### config.mk
export PLATFORM = sky130hd
export DESIGN_NAME = bcd_cnt_ctrl
export DESIGN_NICKNAME = d
export VERILOG_FILES = /design/src/rtl/bcd_cnt_ctrl.sv
export SDC_FILE = /design/constraint.sdc
export NUM_CORES = 1
export LEC_CHECK = 0
export CAP_MARGIN = 20
export CORE_MARGIN = 2
export CORE_UTILIZATION = 35
export DETAILED_ROUTE_END_ITERATION = 8
export GPL_TIMING_DRIVEN = 0
export HOLD_SLACK_MARGIN = 0.1
export PLACE_DENSITY_LB_ADDON = 0.2
export SLEW_MARGIN = 20
export SYNTH_ARGS = -nofsm -noshare
export SYNTH_HDL_FRONTEND = slang
export SYNTH_SLANG_ARGS = --single-unit
### constraint.sdc
create_clock -name clk -period 2.14 [get_ports clk]
set_clock_uncertainty 0.2 [all_clocks]
set_input_delay 0.428 -clock clk [delete_from_list [all_inputs] [get_ports clk]]
set_output_delay 0.428 -clock clk [all_outputs]
set_load 0.01 [all_outputs]
### src/rtl/bcd_cnt_ctrl.sv
`timescale 1ns/1ps
// -----------------------------------------------------------------------------
// bcd_cnt_ctrl
// Sequencer for an NDIGITS-wide decimal event counter. Increments arrive over
// a req/ack handshake and the carry ripples serially, one BCD digit per clock.
// The displayed count only changes when an increment commits (or when freeze
// is released), so partial ripple values are never visible.
//
// Optional feature: define BCD_SCAN_EN to build the display-scan divider and
// one-hot digit select. Without it scan_sel/scan_val are tied to zero.
//
// Ports:
//   clk       in   system clock, posedge
//   reset     in   asynchronous active-low reset
//   inc_req   in   increment request (level, held until inc_ack)
//   inc_ack   out  one-cycle pulse when the increment has committed
//   clr       in   synchronous clear (highest priority after reset)
//   freeze    in   1 = hold count (and scan path) at the last shown value
//   busy      out  1 while in RIPPLE or ACK
//   count     out  BCD value, digit 0 in bits [3:0]
//   overflow  out  sticky, set on wrap 99..9 -> 00..0
//   scan_sel  out  one-hot display digit select
//   scan_val  out  BCD value of the selected digit
//
// state  | meaning
// -------+------------------------------------------------------------
// IDLE   | waiting for inc_req
// RIPPLE | adding one to digit[idx]; on 9 -> 0 carry moves to idx+1
// ACK    | increment committed, inc_ack high, count loads unless frozen
// -----------------------------------------------------------------------------
module bcd_cnt_ctrl #(
    parameter int NDIGITS  = 4,
    parameter int SCAN_DIV = 16
) (
    input  logic                   clk,
    input  logic                   reset,
    input  logic                   inc_req,
    output logic                   inc_ack,
    input  logic                   clr,
    input  logic                   freeze,
    output logic                   busy,
    output logic [4*NDIGITS-1:0]   count,
    output logic                   overflow,
    output logic [NDIGITS-1:0]     scan_sel,
    output logic [3:0]             scan_val
);

    localparam int IDXW = (NDIGITS > 1) ? $clog2(NDIGITS) : 1;
    localparam logic [IDXW-1:0] LAST_IDX = IDXW'(NDIGITS - 1);

    if (NDIGITS < 1 || NDIGITS > 8 || SCAN_DIV < 2) begin : g_bad_param
        $error("bcd_cnt_ctrl: NDIGITS must be 1..8 and SCAN_DIV >= 2");
    end

    typedef enum logic [1:0] {
        IDLE   = 2'd0,
        RIPPLE = 2'd1,
        ACK    = 2'd2
    } state_t;

    state_t               state;
    logic [IDXW-1:0]      idx;
    logic [3:0]           dig [NDIGITS];
    logic [4*NDIGITS-1:0] dig_flat;
    logic                 freeze_q;

    always_comb begin
        dig_flat = '0;
        for (int i = 0; i < NDIGITS; i++) begin
            dig_flat[4*i +: 4] = dig[i];
        end
    end

    always_ff @(posedge clk or negedge reset) begin
        if (!reset) begin
            state    <= IDLE;
            idx      <= '0;
            for (int i = 0; i < NDIGITS; i++) begin
                dig[i] <= 4'd0;
            end
            count    <= '0;
            overflow <= 1'b0;
            inc_ack  <= 1'b0;
            busy     <= 1'b0;
            freeze_q <= 1'b0;
        end else begin
            freeze_q <= freeze;
            if (clr) begin
                state    <= IDLE;
                idx      <= '0;
                for (int i = 0; i < NDIGITS; i++) begin
                    dig[i] <= 4'd0;
                end
                count    <= '0;
                overflow <= 1'b0;
                inc_ack  <= 1'b0;
                busy     <= 1'b0;
            end else begin
                // Digits are only consistent outside RIPPLE, so a freeze
                // release during a ripple waits for the ACK load instead.
                if (!freeze && (state == ACK || (freeze_q && state != RIPPLE))) begin
                    count <= dig_flat;
                end

                case (state)
                    IDLE: begin
                        inc_ack <= 1'b0;
                        idx     <= '0;
                        if (inc_req) begin
                            state <= RIPPLE;
                            busy  <= 1'b1;
                        end else begin
                            busy  <= 1'b0;
                        end
                    end
                    RIPPLE: begin
                        if (dig[idx] != 4'd9) begin
                            dig[idx] <= dig[idx] + 4'd1;
                            state    <= ACK;
                            inc_ack  <= 1'b1;
                        end else begin
                            dig[idx] <= 4'd0;
                            if (idx == LAST_IDX) begin
                                overflow <= 1'b1;
                                state    <= ACK;
                                inc_ack  <= 1'b1;
                            end else begin
                                idx <= idx + 1'b1;
                            end
                        end
                    end
                    ACK: begin
                        inc_ack <= 1'b0;
                        busy    <= 1'b0;
                        idx     <= '0;
                        state   <= IDLE;
                    end
                    default: begin
                        inc_ack <= 1'b0;
                        busy    <= 1'b0;
                        idx     <= '0;
                        state   <= IDLE;
                    end
                endcase
            end
        end
    end

`ifdef BCD_SCAN_EN
    localparam int DIVW = $clog2(SCAN_DIV);
    localparam logic [DIVW-1:0] DIV_LAST = DIVW'(SCAN_DIV - 1);

    logic [DIVW-1:0] scan_div;

    always_ff @(posedge clk or negedge reset) begin
        if (!reset) begin
            scan_div <= '0;
            scan_sel <= NDIGITS'(1);
        end else if (scan_div == DIV_LAST) begin
            scan_div <= '0;
            // Rotate left; the right shift brings the top digit back to 0.
            scan_sel <= (scan_sel << 1) | (scan_sel >> (NDIGITS - 1));
        end else begin
            scan_div <= scan_div + 1'b1;
        end
    end

    always_comb begin
        scan_val = 4'd0;
        for (int i = 0; i < NDIGITS; i++) begin
            if (scan_sel[i]) begin
                scan_val = scan_val | count[4*i +: 4];
            end
        end
    end
`else
    assign scan_sel = '0;
    assign scan_val = 4'd0;
`endif

endmodule

==> reports/metrics.csv <==
stage;metric;value;unit
outcome;outcome;complete, but fails checks;
outcome;violations_in_the_final_reports;negative setup slack;
clock_network;cts-root-buf;clkbuf_8;
yosys;seq_area_frac_synth;50.0;%
grt;grt_antenna_before_repair;0;
final_timing;setup_viol_count_final;13;
grt;use_met3;3.17;%
power;ir_drop;0.371;mV
power;netSwitchingPower;359;uW
placed_design;gp_congestion;0.807;
grt;grtUsageTotal;14.8;%
yosys;synth_cells;182;
grt;grt_pass1_vias;1444;
grt;gr-usage-met1;20.2;%
grt;grt-busiest-layer;met2;
power;leakagePower;0.00114;uW
final_timing;grt_setup_unrepaired;yes;
power;power;1600;uW
final_layout;clock_buffer_count;7;
yosys;synth-edff-count;0;
power;power-per-cell-area;602;nW/um^2
final_layout;regArea;1000;um^2
final_timing;fin_setup_tns;-406;ps
routing;vias_cell;5.01;
final_timing;min_period;2200;ps
yosys;synth.most_common_cell;dfrtp_1;
final_layout;final_cell_mix;dfrtp_1, nor2_1, clkdlybuf4s50_1;
final_timing;final.setup.worst_slack;-58.6;ps
setup_path;cp_common_cell;buf_6;
placed_design;place_area;2380;um^2
yosys;yosys.stat.chipArea;2000;um^2
setup_path;critical_path_peak_fanout;5;
grt;first_pass_grt_wire_length;7130;um
yosys;yosys_register_bits;40;
final_layout;logic_gate_count;126;
final_layout;non_clock_inverter_count;6;
setup_path;critical_path.cell_chain;buf_6, mux4_2, inv_2, ha_4, inv_4, nor4b_4, buf_6, xnor2_2, nor2_1;
setup_path;path_buffers;4;
grt;overflow;0;
yosys;yosys_cells;182;
setup_path;worst-endpoint-required;2120;ps
yosys;yosysUniqueCellTypes;36;
setup_path;timing.reg2reg.worst_path_depth;9;
power;internal_power;1250;uW
final_layout;area_growth;33.3;%
die;ioPinCount;32;
final_layout;final_cells;302;
routing;drt-wirelength-per-cell;14.7;um
## registers in the layout, summed over array words and instances (netlist names)
signal / cells
idx: 2
freeze_q: 1
dig: 16
inc_ack: 1
count: 16
overflow: 1
busy: 1
state: 2
## power groups by stage
stage	sequential (uW)	clock (uW)	combinational (uW)
floorplan	784	0	90.7
CTS	769	687	156
detailed placement	784	0	145
finish	770	671	164
global route	770	719	177
global placement	785	0	138
## metal layers
metal  vias to the layer above  wire [um]
met5                         -          0
met2                        42       2000
met1                       736       2100
li1                        722          -
met3                        14        167
met4                         0        158
## kinds of logic after synthesis
logic type      after synthesis  share of synthesized area [%]
compound gates               30                           9.88
xor+xnor                      2                          0.875
fa+ha+maj                     6                           3.75
buf+inv                      23                           6.44
flops                        40                           50.0
mux                          22                           13.5
other cells                   1                          0.187
simple gates                 58                           15.4
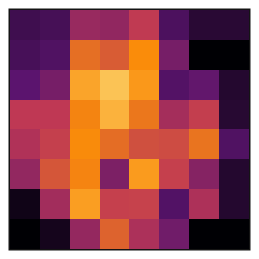
(images/density.png)
Scale: 3 px per um. The die is cut into 8 by 8 equal tiles; black is low, pale yellow is high, 0 to 100% covered.
11% of the tiles are over 75% full. The fullest tile reaches 87%. The densest ninth of the die: middle. 7.8% of the tiles are nearly empty. The mean over all tiles is 41%. The emptiest ninth of the die: top right.
utilization of the core after routing: 48.4%
total core area: 5510 um^2
fraction of the core area occupied by cells at floorplan: 36.4%

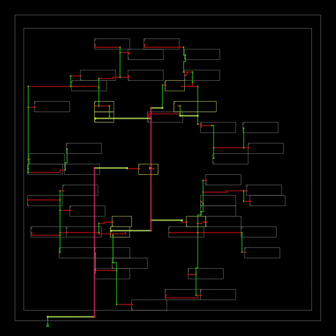
(images/final_clocks.png)
clock group total power: 671 uW
number of buffers created by CTS: 5
sequential cell count: 40

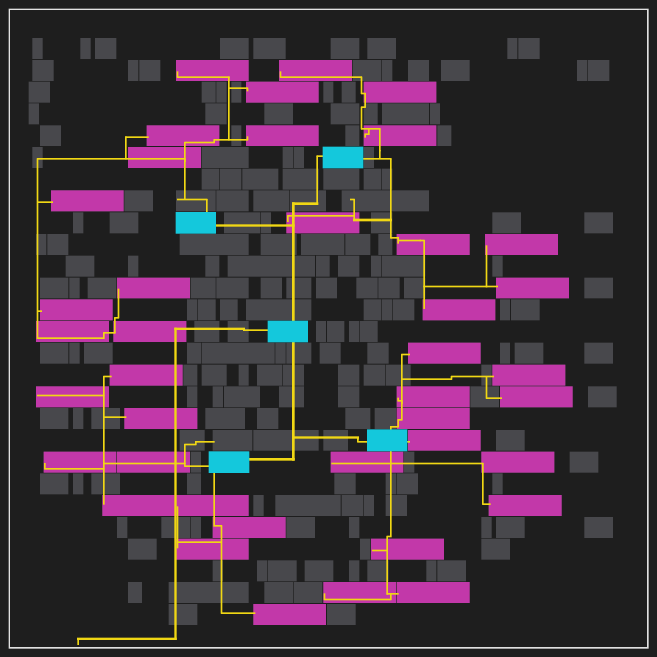
(images/clock_map.png)
Scale: 8 px per um.
Cyan stands for cells driving clock nets, count 5. Yellow stands for clock wires, length 514 um. Magenta stands for flip-flops, count 40.
Position of the flops: spread over the die.

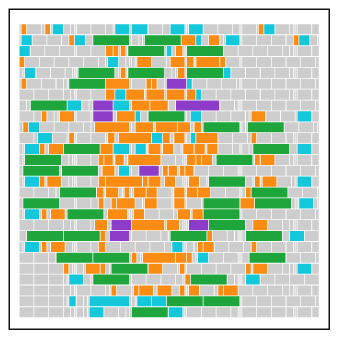
(images/cell_classes.png)
Scale: 4 px per um. Fill, decap, tap and diode cells in grey.
Purple stands for clock drivers and dummy loads, cells 8. Orange stands for all other logic, cells 132. Cyan stands for other buffers and delay cells, cells 50. Green stands for flops, cells 40.
Std-Cell Rows: 27
cell area after layout: 2670 um^2
sequential portion of the cell area: 37.5%

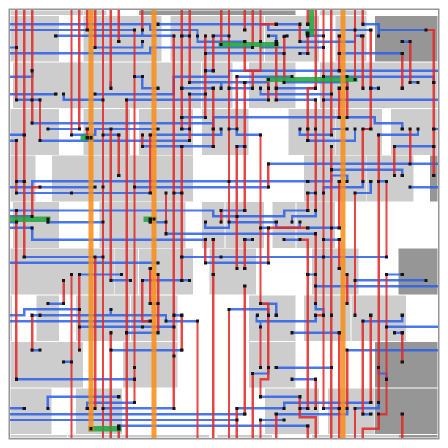
(images/zoom.png)
Region (27, 27) to (52, 52) um. Cells in grey, sequential cells in the stronger grey; small squares are vias.
Orange stands for met4. Red stands for met2. Green stands for met3. Blue stands for met1.
45 logic cells have their middle in the window. Most frequent: nand3b_1 (10). Sequential cells in the window: 0.

Power figures rest on the tool's default switching activity, not on a simulated workload.
